File: src/rtl/timetag_pkg.sv
// Shared definitions for the timetagger-to-FT2232 record link.
// Holds the default record geometry, the FT245 strobe timing defaults and
// the link FSM state encoding. There are no ports; other files import this
// package with import timetag_pkg::*.
package timetag_pkg;

  localparam int REC_BYTES_DEF = 6;
  localparam int REC_W_DEF     = 8 * REC_BYTES_DEF;
  localparam int FIFO_AW_DEF   = 4;
  localparam int WR_CYCLES_DEF = 3;
  localparam int RD_CYCLES_DEF = 4;
  localparam int SI_IDLE_DEF   = 1023;
  // Cycles spent after a read so the FT2232 can raise nrxf and the new
  // level can pass through the synchronizer before arbitration looks at it.
  localparam int RECOV_CYCLES  = 2;

  typedef enum logic [2:0] {
    ST_IDLE,
    ST_W_SETUP,
    ST_W_STROBE,
    ST_W_HOLD,
    ST_R_STROBE,
    ST_R_RECOV,
    ST_SI
  } state_t;

  function automatic int max2(input int a, input int b);
    return (a > b) ? a : b;
  endfunction

endpackage

File: src/rtl/rec_fifo.sv
// Synchronous first-word-fall-through record FIFO, W bits x 2**AW entries.
// Ports:
//   clk_i      clock
//   reset_i    synchronous active-high reset, empties the FIFO
//   wr_en_i    push wr_data_i (ignored while full)
//   wr_data_i  record to store
//   rd_en_i    pop the head record (ignored while empty)
//   rd_data_o  head record, valid whenever empty_o is low
//   full_o     no free entry
//   empty_o    no stored entry
// The storage array is read through a register. The register is loaded
// with the entry the head pointer will point at after this edge, so the
// head is always presented without an extra pop cycle. A write landing in
// exactly that slot is forwarded, since the array read sees the old word.
module rec_fifo
  import timetag_pkg::*;
#(
  parameter int W  = REC_W_DEF,
  parameter int AW = FIFO_AW_DEF
) (
  input  logic         clk_i,
  input  logic         reset_i,
  input  logic         wr_en_i,
  input  logic [W-1:0] wr_data_i,
  input  logic         rd_en_i,
  output logic [W-1:0] rd_data_o,
  output logic         full_o,
  output logic         empty_o
);

  localparam int DEPTH = 2 ** AW;

  logic [W-1:0]  mem [DEPTH];
  logic [AW-1:0] wr_ptr_q, wr_ptr_d;
  logic [AW-1:0] rd_ptr_q, rd_ptr_d;
  logic [AW:0]   count_q, count_d;
  logic [W-1:0]  rd_data_q, rd_data_d;
  logic          do_wr, do_rd;

  assign full_o    = (count_q == (AW+1)'(DEPTH));
  assign empty_o   = (count_q == '0);
  assign rd_data_o = rd_data_q;

  always_comb begin
    do_wr    = wr_en_i && !full_o;
    do_rd    = rd_en_i && !empty_o;
    wr_ptr_d = do_wr ? wr_ptr_q + 1'b1 : wr_ptr_q;
    rd_ptr_d = do_rd ? rd_ptr_q + 1'b1 : rd_ptr_q;
    count_d  = count_q;
    case ({do_wr, do_rd})
      2'b10:   count_d = count_q + 1'b1;
      2'b01:   count_d = count_q - 1'b1;
      default: count_d = count_q;
    endcase
    rd_data_d = (do_wr && (wr_ptr_q == rd_ptr_d)) ? wr_data_i : mem[rd_ptr_d];
  end

  // Storage and read register carry no reset so they map onto block RAM.
  always_ff @(posedge clk_i) begin
    if (do_wr) begin
      mem[wr_ptr_q] <= wr_data_i;
    end
    rd_data_q <= rd_data_d;
  end

  always_ff @(posedge clk_i) begin
    if (reset_i) begin
      wr_ptr_q <= '0;
      rd_ptr_q <= '0;
      count_q  <= '0;
    end else begin
      wr_ptr_q <= wr_ptr_d;
      rd_ptr_q <= rd_ptr_d;
      count_q  <= count_d;
    end
  end

endmodule

File: src/rtl/ft245_record_link.sv
// Buffers timestamp records and streams them MSB byte first to an FT2232
// in 245 async-FIFO mode; also reads host command bytes from the FT2232.
// The bidirectional bus tristate lives in the level above this block.
// Ports:
//   clk_i, reset_i       system clock, synchronous active-high reset
//   rec_i, rec_valid_i   incoming record and strobe (no backpressure)
//   drop_cnt_o           records lost to a full FIFO, saturating
//   nrxf_i, ntxe_i       FT2232 rx-available / tx-space flags (active low, async)
//   nrd_o, wr_o, si_o    FT2232 read strobe (low), write strobe, send-immediate
//   d_i, d_o, d_oe_o     bus input, bus output, bus drive enable
//   cmd_o, cmd_valid_o   received host byte and its one-cycle strobe
// Build option: define FT_SI_FLUSH_EN to issue SEND_IMMEDIATE after SI_IDLE
// idle cycles with an empty FIFO; otherwise si_o is tied low.
module ft245_record_link
  import timetag_pkg::*;
#(
  parameter int REC_BYTES = REC_BYTES_DEF,
  parameter int FIFO_AW   = FIFO_AW_DEF,
  parameter int WR_CYCLES = WR_CYCLES_DEF,
  parameter int RD_CYCLES = RD_CYCLES_DEF
`ifdef FT_SI_FLUSH_EN
  ,
  parameter int SI_IDLE   = SI_IDLE_DEF
`endif
) (
  input  logic                   clk_i,
  input  logic                   reset_i,
  input  logic [8*REC_BYTES-1:0] rec_i,
  input  logic                   rec_valid_i,
  output logic [15:0]            drop_cnt_o,
  input  logic                   nrxf_i,
  input  logic                   ntxe_i,
  output logic                   nrd_o,
  output logic                   wr_o,
  output logic                   si_o,
  input  logic [7:0]             d_i,
  output logic [7:0]             d_o,
  output logic                   d_oe_o,
  output logic [7:0]             cmd_o,
  output logic                   cmd_valid_o
);

  localparam int REC_W = 8 * REC_BYTES;
  localparam int CNT_W = $clog2(max2(max2(WR_CYCLES, RD_CYCLES), RECOV_CYCLES) + 1);
  localparam int IDX_W = (REC_BYTES > 1) ? $clog2(REC_BYTES) : 1;

  state_t             state_q, state_d;
  logic [CNT_W-1:0]   cnt_q, cnt_d;
  logic [IDX_W-1:0]   idx_q, idx_d;
  logic [REC_W-1:0]   rec_q, rec_d, rec_shift;
  logic               last_wr_q, last_wr_d;
  logic [1:0]         ntxe_sync_q, ntxe_sync_d;
  logic [1:0]         nrxf_sync_q, nrxf_sync_d;
  logic               nrd_q, nrd_d, wr_q, wr_d, d_oe_q, d_oe_d;
  logic [7:0]         d_o_q, d_o_d, cmd_q, cmd_d;
  logic               cmd_valid_q, cmd_valid_d;
  logic [15:0]        drop_q, drop_d;
  logic               ntxe_s, nrxf_s, wr_elig, rd_elig;
  logic               fifo_wr, fifo_rd, fifo_full, fifo_empty;
  logic [REC_W-1:0]   fifo_dout;
`ifdef FT_SI_FLUSH_EN
  localparam int SI_W = $clog2(SI_IDLE + 1);
  logic [SI_W-1:0]    idle_cnt_q, idle_cnt_d;
  logic               sent_q, sent_d, si_q, si_d;
`endif

  rec_fifo #(.W(REC_W), .AW(FIFO_AW)) u_fifo (
    .clk_i     (clk_i),
    .reset_i   (reset_i),
    .wr_en_i   (fifo_wr),
    .wr_data_i (rec_i),
    .rd_en_i   (fifo_rd),
    .rd_data_o (fifo_dout),
    .full_o    (fifo_full),
    .empty_o   (fifo_empty)
  );

  assign ntxe_s    = ntxe_sync_q[1];
  assign nrxf_s    = nrxf_sync_q[1];
  assign wr_elig   = !fifo_empty && !ntxe_s;
  assign rd_elig   = !nrxf_s;
  // Full is checked before any same-cycle pop, so a record arriving while
  // full is dropped even if the FSM frees a slot on this edge.
  assign fifo_wr   = rec_valid_i && !fifo_full;
  assign rec_shift = rec_q << 8;

  always_comb begin
    state_d     = state_q;
    cnt_d       = cnt_q;
    idx_d       = idx_q;
    rec_d       = rec_q;
    last_wr_d   = last_wr_q;
    nrd_d       = nrd_q;
    wr_d        = wr_q;
    d_oe_d      = d_oe_q;
    d_o_d       = d_o_q;
    cmd_d       = cmd_q;
    cmd_valid_d = 1'b0;
    drop_d      = drop_q;
    fifo_rd     = 1'b0;
    ntxe_sync_d = {ntxe_sync_q[0], ntxe_i};
    nrxf_sync_d = {nrxf_sync_q[0], nrxf_i};
`ifdef FT_SI_FLUSH_EN
    idle_cnt_d  = idle_cnt_q;
    sent_d      = sent_q;
    si_d        = si_q;
`endif

    if (rec_valid_i && fifo_full && (drop_q != 16'hFFFF)) begin
      drop_d = drop_q + 16'd1;
    end

    case (state_q)
      ST_IDLE: begin
        // Write wins unless a read is also waiting and write went last.
        if (wr_elig && (!rd_elig || !last_wr_q)) begin
          fifo_rd   = 1'b1;
          rec_d     = fifo_dout;
          idx_d     = IDX_W'(REC_BYTES - 1);
          d_oe_d    = 1'b1;
          d_o_d     = fifo_dout[REC_W-1 -: 8];
          last_wr_d = 1'b1;
          state_d   = ST_W_SETUP;
`ifdef FT_SI_FLUSH_EN
          idle_cnt_d = '0;
          sent_d     = 1'b1;
`endif
        end else if (rd_elig) begin
          nrd_d     = 1'b0;
          cnt_d     = '0;
          last_wr_d = 1'b0;
          state_d   = ST_R_STROBE;
`ifdef FT_SI_FLUSH_EN
          idle_cnt_d = '0;
`endif
        end
`ifdef FT_SI_FLUSH_EN
        else if (sent_q && fifo_empty) begin
          if ((idle_cnt_q == SI_W'(SI_IDLE)) && !ntxe_s) begin
            si_d    = 1'b1;
            cnt_d   = '0;
            state_d = ST_SI;
          end else if (idle_cnt_q != SI_W'(SI_IDLE)) begin
            idle_cnt_d = idle_cnt_q + 1'b1;
          end
        end
`endif
      end
      ST_W_SETUP: begin
        wr_d    = 1'b1;
        cnt_d   = '0;
        state_d = ST_W_STROBE;
      end
      ST_W_STROBE: begin
        if (cnt_q == CNT_W'(WR_CYCLES - 1)) begin
          wr_d    = 1'b0;
          state_d = ST_W_HOLD;
        end else begin
          cnt_d = cnt_q + 1'b1;
        end
      end
      ST_W_HOLD: begin
        // Once started, a record only waits here for tx space; reads are
        // never slotted in between its bytes.
        if (idx_q == '0) begin
          d_oe_d  = 1'b0;
          state_d = ST_IDLE;
        end else if (!ntxe_s) begin
          idx_d   = idx_q - 1'b1;
          rec_d   = rec_shift;
          d_o_d   = rec_shift[REC_W-1 -: 8];
          state_d = ST_W_SETUP;
        end
      end
      ST_R_STROBE: begin
        if (cnt_q == CNT_W'(RD_CYCLES - 1)) begin
          cmd_d       = d_i;
          cmd_valid_d = 1'b1;
          nrd_d       = 1'b1;
          cnt_d       = '0;
          state_d     = ST_R_RECOV;
        end else begin
          cnt_d = cnt_q + 1'b1;
        end
      end
      ST_R_RECOV: begin
        if (cnt_q == CNT_W'(RECOV_CYCLES - 1)) begin
          state_d = ST_IDLE;
        end else begin
          cnt_d = cnt_q + 1'b1;
        end
      end
`ifdef FT_SI_FLUSH_EN
      ST_SI: begin
        if (cnt_q == CNT_W'(WR_CYCLES - 1)) begin
          si_d       = 1'b0;
          idle_cnt_d = '0;
          sent_d     = 1'b0;
          state_d    = ST_IDLE;
        end else begin
          cnt_d = cnt_q + 1'b1;
        end
      end
`endif
      default: state_d = ST_IDLE;
    endcase
  end

  always_ff @(posedge clk_i) begin
    if (reset_i) begin
      state_q     <= ST_IDLE;
      cnt_q       <= '0;
      idx_q       <= '0;
      rec_q       <= '0;
      last_wr_q   <= 1'b0;
      ntxe_sync_q <= 2'b11;
      nrxf_sync_q <= 2'b11;
      nrd_q       <= 1'b1;
      wr_q        <= 1'b0;
      d_oe_q      <= 1'b0;
      d_o_q       <= '0;
      cmd_q       <= '0;
      cmd_valid_q <= 1'b0;
      drop_q      <= '0;
    end else begin
      state_q     <= state_d;
      cnt_q       <= cnt_d;
      idx_q       <= idx_d;
      rec_q       <= rec_d;
      last_wr_q   <= last_wr_d;
      ntxe_sync_q <= ntxe_sync_d;
      nrxf_sync_q <= nrxf_sync_d;
      nrd_q       <= nrd_d;
      wr_q        <= wr_d;
      d_oe_q      <= d_oe_d;
      d_o_q       <= d_o_d;
      cmd_q       <= cmd_d;
      cmd_valid_q <= cmd_valid_d;
      drop_q      <= drop_d;
    end
  end

`ifdef FT_SI_FLUSH_EN
  always_ff @(posedge clk_i) begin
    if (reset_i) begin
      idle_cnt_q <= '0;
      sent_q     <= 1'b0;
      si_q       <= 1'b0;
    end else begin
      idle_cnt_q <= idle_cnt_d;
      sent_q     <= sent_d;
      si_q       <= si_d;
    end
  end
  assign si_o = si_q;
`else
  assign si_o = 1'b0;
`endif

  assign nrd_o       = nrd_q;
  assign wr_o        = wr_q;
  assign d_oe_o      = d_oe_q;
  assign d_o         = d_o_q;
  assign cmd_o       = cmd_q;
  assign cmd_valid_o = cmd_valid_q;
  assign drop_cnt_o  = drop_q;

endmodule

File: config.mk
export PLATFORM = sky130hd
export DESIGN_NAME = ft245_record_link
export DESIGN_NICKNAME = d
export VERILOG_FILES = /design/src/rtl/timetag_pkg.sv /design/src/rtl/rec_fifo.sv /design/src/rtl/ft245_record_link.sv
export SDC_FILE = /design/constraint.sdc
export NUM_CORES = 1
export LEC_CHECK = 0
export CAP_MARGIN = 0
export CELL_PAD_IN_SITES_DETAIL_PLACEMENT = 0
export CELL_PAD_IN_SITES_GLOBAL_PLACEMENT = 2
export CORE_UTILIZATION = 25
export CTS_BUF_LIST = sky130_fd_sc_hd__clkbuf_8
export DETAILED_ROUTE_END_ITERATION = 12
export GPL_TIMING_DRIVEN = 0
export PLACE_DENSITY_LB_ADDON = 0.25
export SLEW_MARGIN = 0
export SYNTH_ARGS = -nofsm -noshare
export SYNTH_HDL_FRONTEND = slang
export SYNTH_HIERARCHICAL = 1
export SYNTH_SLANG_ARGS = --single-unit
File: constraint.sdc
create_clock -name clk_i -period 5.3 [get_ports clk_i]
set_clock_uncertainty 0.05 [all_clocks]
set_input_delay 0.795 -clock clk_i [delete_from_list [all_inputs] [get_ports clk_i]]
set_output_delay 0.795 -clock clk_i [all_outputs]
set_load 0.01 [all_outputs]
==> run notes <==
Latest figures from synthesis and place and route.

The worst slew slack as a fraction of its limit is 20.9%. Yosys instantiated no cell more often than sky130_fd_sc_hd__edfxtp_1. The number of fill cells in the layout is 12900.

The clock period could shrink to 4.40 ns. According to the timing report, the critical path is captured at u_fifo/count_q[4]. The flip-flop and latch area is 25200 sq um.

The met2 usage in global routing is 23.1%. Counting flops with a built-in enable in the synthesized netlist gives 768. The H-tree was split into 4 levels. The worst setup path is of the reg -> reg kind. The number of sequential cells is 875. The number of combinational gates with multiple inputs is 720. The main area contributors are sky130_fd_sc_hd__edfxtp_1 (69%), sky130_fd_sc_hd__mux4_2 (13%), sky130_fd_sc_hd__dfxtp_1 (6.4%), sky130_fd_sc_hd__a22oi_1 (2.4%), sky130_fd_sc_hd__a222oi_1 (1.2%). TritonCTS built the clock tree. The synth_stat.txt file lists the number of cells as 1712. Counting flops with an async set or reset pin after synthesis yields a share of 0%. Setup repair after global routing left no endpoint under its margin. In this run the register-to-register setup slack is 0.90 ns.

The leakage power in the latest report is 12.7 nW. Using the TritonRoute via totals, the vias-per-cell ratio works out to 4.57. STA classifies the critical path startpoint as a flip-flop. The global routing report lists met1 layer usage as 18.3%. Per the detailed placement report, the placed cell area equals 37600 sq um. The count of final hold-check violations is 0. The repair_antennas step left the layout with diodes totalling 2. A synthesized cell averages 19.5 sq um. The startpoint identified for the worst register-to-register timing path is u_fifo/count_q[2]. The number of cells on the worst hold path is 1. The critical path arrival is 5.11 ns.

Counting cells, the worst reg-to-reg path comes to 17. The net count entering floorplan is 1790. The transition time at the pin with the least slew margin is 1.19 ns.

The initialized floorplan defines 133 standard-cell rows. The number of antenna violations at the first check in global routing was 5. Per the finish-stage timing summary, setup violations number 0.

The multi-input combinational cells in the finished layout cover a total of 7760 sq um. The chip area line in the Yosys stat output reads 33400 sq um. The final-stage net count is 2099. The clock network takes up 7.05% of total cell area after layout. The run finished with clean final reports. The post-CTS clock slew at the launch and capture registers of the worst setup and hold paths is 0.06 ns. In the final layout, excluding clock buffers the buffer count is 254. Relative to the synthesized area, the layout overhead comes to 21.4%. STA shows the worst min-delay path finishing at nrxf_sync_q[1]. The tool warning count is 34.

Per the post-route antenna check, the number of violating nets is 0. The final weighted congestion recorded by global placement is 0.733. The HPWL after detailed placement is 63800 microns. Setup slack on the critical path of the routed design comes to 0.901 ns. By count the netlist is led by sky130_fd_sc_hd__edfxtp_1 (768), sky130_fd_sc_hd__mux4_2 (192), sky130_fd_sc_hd__dfxtp_1 (107).

Per the layout area report, the combinational fraction of cell area is 19.2%. After technology mapping, the gate count stands at 1712. The report lists the number of cells resized after CTS as 0. The share of the core area taken by cells at floorplan is 25.3%. Per the final report, max-transition violations number 0. Tap insertion was completed with 1755 tapcells. After floorplanning, the die was sized to cover 135000 sq um.

In the final layout, flip-flops and latches take up 62.2% of the cell area. The required time at the endpoint of the critical path is 6.01 ns. The number of maximum-capacitance constraint violations is 0. The number of ports placed on the die boundary is 98. The number of global-route vias before repair is 19000.
==> state kept, by name, indices dropped and copies added (netlist names), 4 cells and up, named ones only <==
register / flops
cmd_o: 8
d_o: 8
drop_cnt_o: 16
rec_q: 40
u_fifo/count_q: 5
u_fifo/mem: 768
u_fifo/rd_ptr_q: 4
u_fifo/wr_ptr_q: 4
==> stage by stage <==
| stage | util, % | hold slack (ns) | std cells | power, mW |
|---|---|---|---|---|
| after floorplan | - | 0.339 | 1712 | 8.42 |
| after global placement | 27.7 | 0.359 | 3563 | 8.84 |
| after detailed placement | 28.5 | 0.347 | 3621 | 8.88 |
| after CTS | 30.7 | 0.371 | 3905 | 14.7 |
| after global routing | 30.7 | 0.397 | 3906 | 15.1 |
| final | 30.7 | 0.369 | 3907 | 14.5 |
==> worst max-delay path, cell delays in order (launching register included) <==
cell                       delay (ns)
sky130_fd_sc_hd__dfxtp_1         0.45
sky130_fd_sc_hd__or4_1           0.16
sky130_fd_sc_hd__buf_2           0.22
sky130_fd_sc_hd__nor2_1          0.11
sky130_fd_sc_hd__nor2_1          0.22
sky130_fd_sc_hd__nand3_1         0.20
sky130_fd_sc_hd__inv_2           0.17
sky130_fd_sc_hd__clkbuf_1        0.70
sky130_fd_sc_hd__o21ai_4         0.19
sky130_fd_sc_hd__inv_1           0.13
sky130_fd_sc_hd__ha_1            0.17
sky130_fd_sc_hd__clkbuf_1        0.30
sky130_fd_sc_hd__xor2_1          0.19
sky130_fd_sc_hd__ha_1            0.22
sky130_fd_sc_hd__o21ai_0         0.08
sky130_fd_sc_hd__or3_1           0.36
sky130_fd_sc_hd__a2111o_1        0.38
sky130_fd_sc_hd__nand4_1         0.07
==> metal layers <==
layer / vias to the layer above / wire [microns]
li1: 7720 / -
met1: 9505 / 41500
met2: 480 / 46000
met3: 139 / 4390
met4: 2 / 1710
met5: - / 13
==> report_power, final <==
group | total [mW] | internal [mW] | leakage, nW | switching (mW)
Combinational | 1.02 | 0.410 | 3.26 | 0.610
Clock | 5.79 | 3.00 | 1.62 | 2.79
Sequential | 7.70 | 7.64 | 7.80 | 0.0578
==> cell families (layout without fill, tap and decap cells) <==
kind of cell             Yosys count  count (layout)  share of synthesized area [%]
AND-OR/OR-AND                    204             204                           4.71
XOR/XNOR                          26              26                          0.683
adder cells (fa/ha/maj)           17              17                          0.638
buffers and inverters            117             555                           1.48
flip-flops                       875             875                           75.6
multiplexers                     198             198                           13.2
other                              1               3                         0.0112
AND/OR/NAND/NOR                  274             274                           3.74
==> cells in the final DEF, fill, tap and decap left out, types with 26 or more instances in the layout <==
master                            count
sky130_fd_sc_hd__a222oi_1            40
sky130_fd_sc_hd__mux4_2             192
sky130_fd_sc_hd__clkbuf_8           159
sky130_fd_sc_hd__dfxtp_1            107
sky130_fd_sc_hd__clkbuf_1            66
sky130_fd_sc_hd__a22oi_1            105
sky130_fd_sc_hd__inv_1               60
sky130_fd_sc_hd__clkinv_1            46
sky130_fd_sc_hd__clkdlybuf4s50_1     96
sky130_fd_sc_hd__edfxtp_1           768
sky130_fd_sc_hd__nand2_1             85
sky130_fd_sc_hd__nor2_1              90
sky130_fd_sc_hd__buf_2               26
sky130_fd_sc_hd__buf_6               26
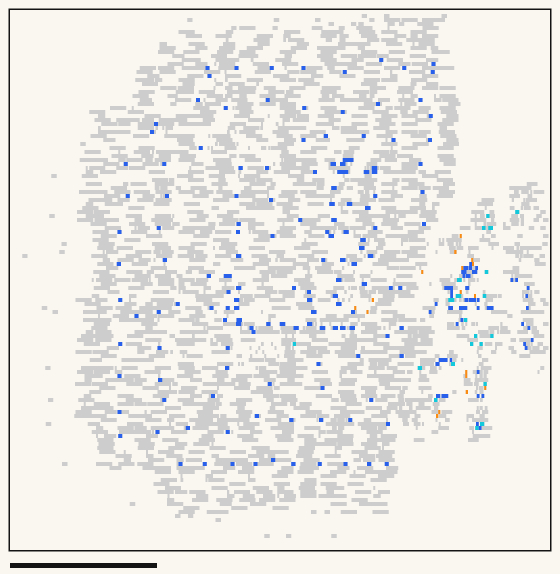
(images/logic_types.png)
Bar = 100 microns.
[orange] inv cells | cells: 17 | where: middle right
[blue] aoi and oai cells | cells: 195
[cyan] and/or cells | cells: 21
non-filler instance count after layout: 3907
highest-count logic cell in the final layout: sky130_fd_sc_hd__edfxtp_1

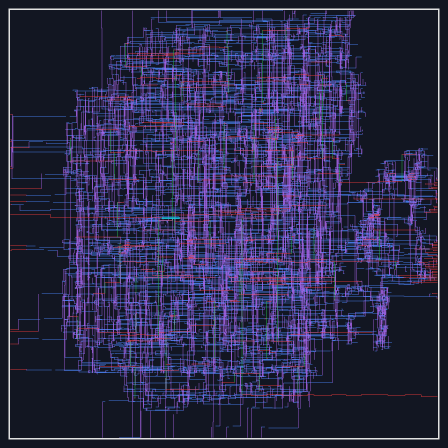
(images/wires.png)
[cyan] metal 5 | wire length: 13.8 microns
[green] metal 4 | wire length: 1710 microns
[purple] metal 2 | wire length: 46.0 mm
[blue] metal 1 | wire length: 41.5 mm
[red] metal 3 | wire length: 4390 microns
wire length reported by the detailed router: 93600 microns
via count: 17800
post-detailed-route wirelength per cell: 24.0 microns

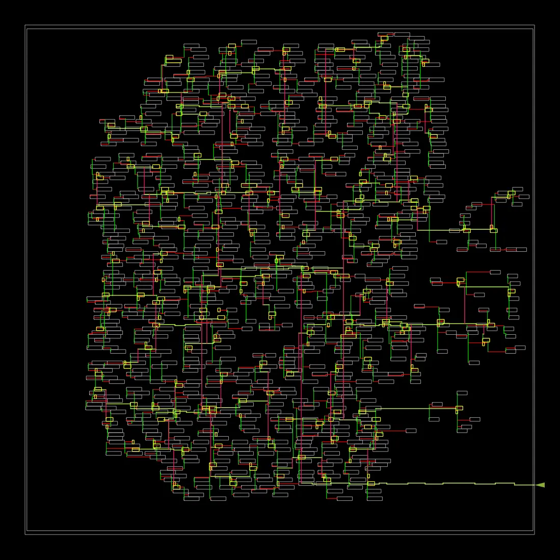
(images/clocks.png)
Clk. pwr: 5.79 mW
latest clock arrival within the worst-skew pair: 0.81 ns
# clk buffers: 159

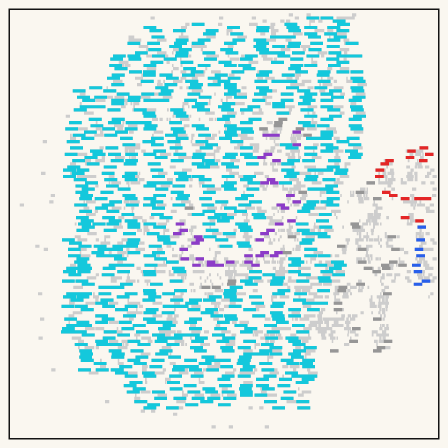
(images/flops_by_reg.png)
[purple] rec_q | placed flops: 40 | where: center
[cyan] u_fifo/mem | placed flops: 768
[red] drop_cnt_o | placed flops: 16
[blue] cmd_o | placed flops: 8 | where: middle right

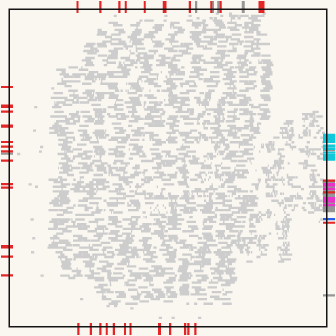
(images/io_placement.png)
Pins as bars across the die edge, other pins in gray.
[red] rec_i | pins: 48 | direction: input | edge: 16 left, 16 top, 13 bottom, 3 right
[magenta] d_i | pins: 8 | direction: input | edge: right
[blue] si_o | pins: 1 | direction: output | edge: right
[cyan] drop_cnt_o | pins: 16 | direction: output | edge: right
all pins by edge: 46 right, 22 top, 17 left, 13 bottom
vertical die dimension: 367 microns
Die X: 367 microns

Power and IR drop assume default switching activity.
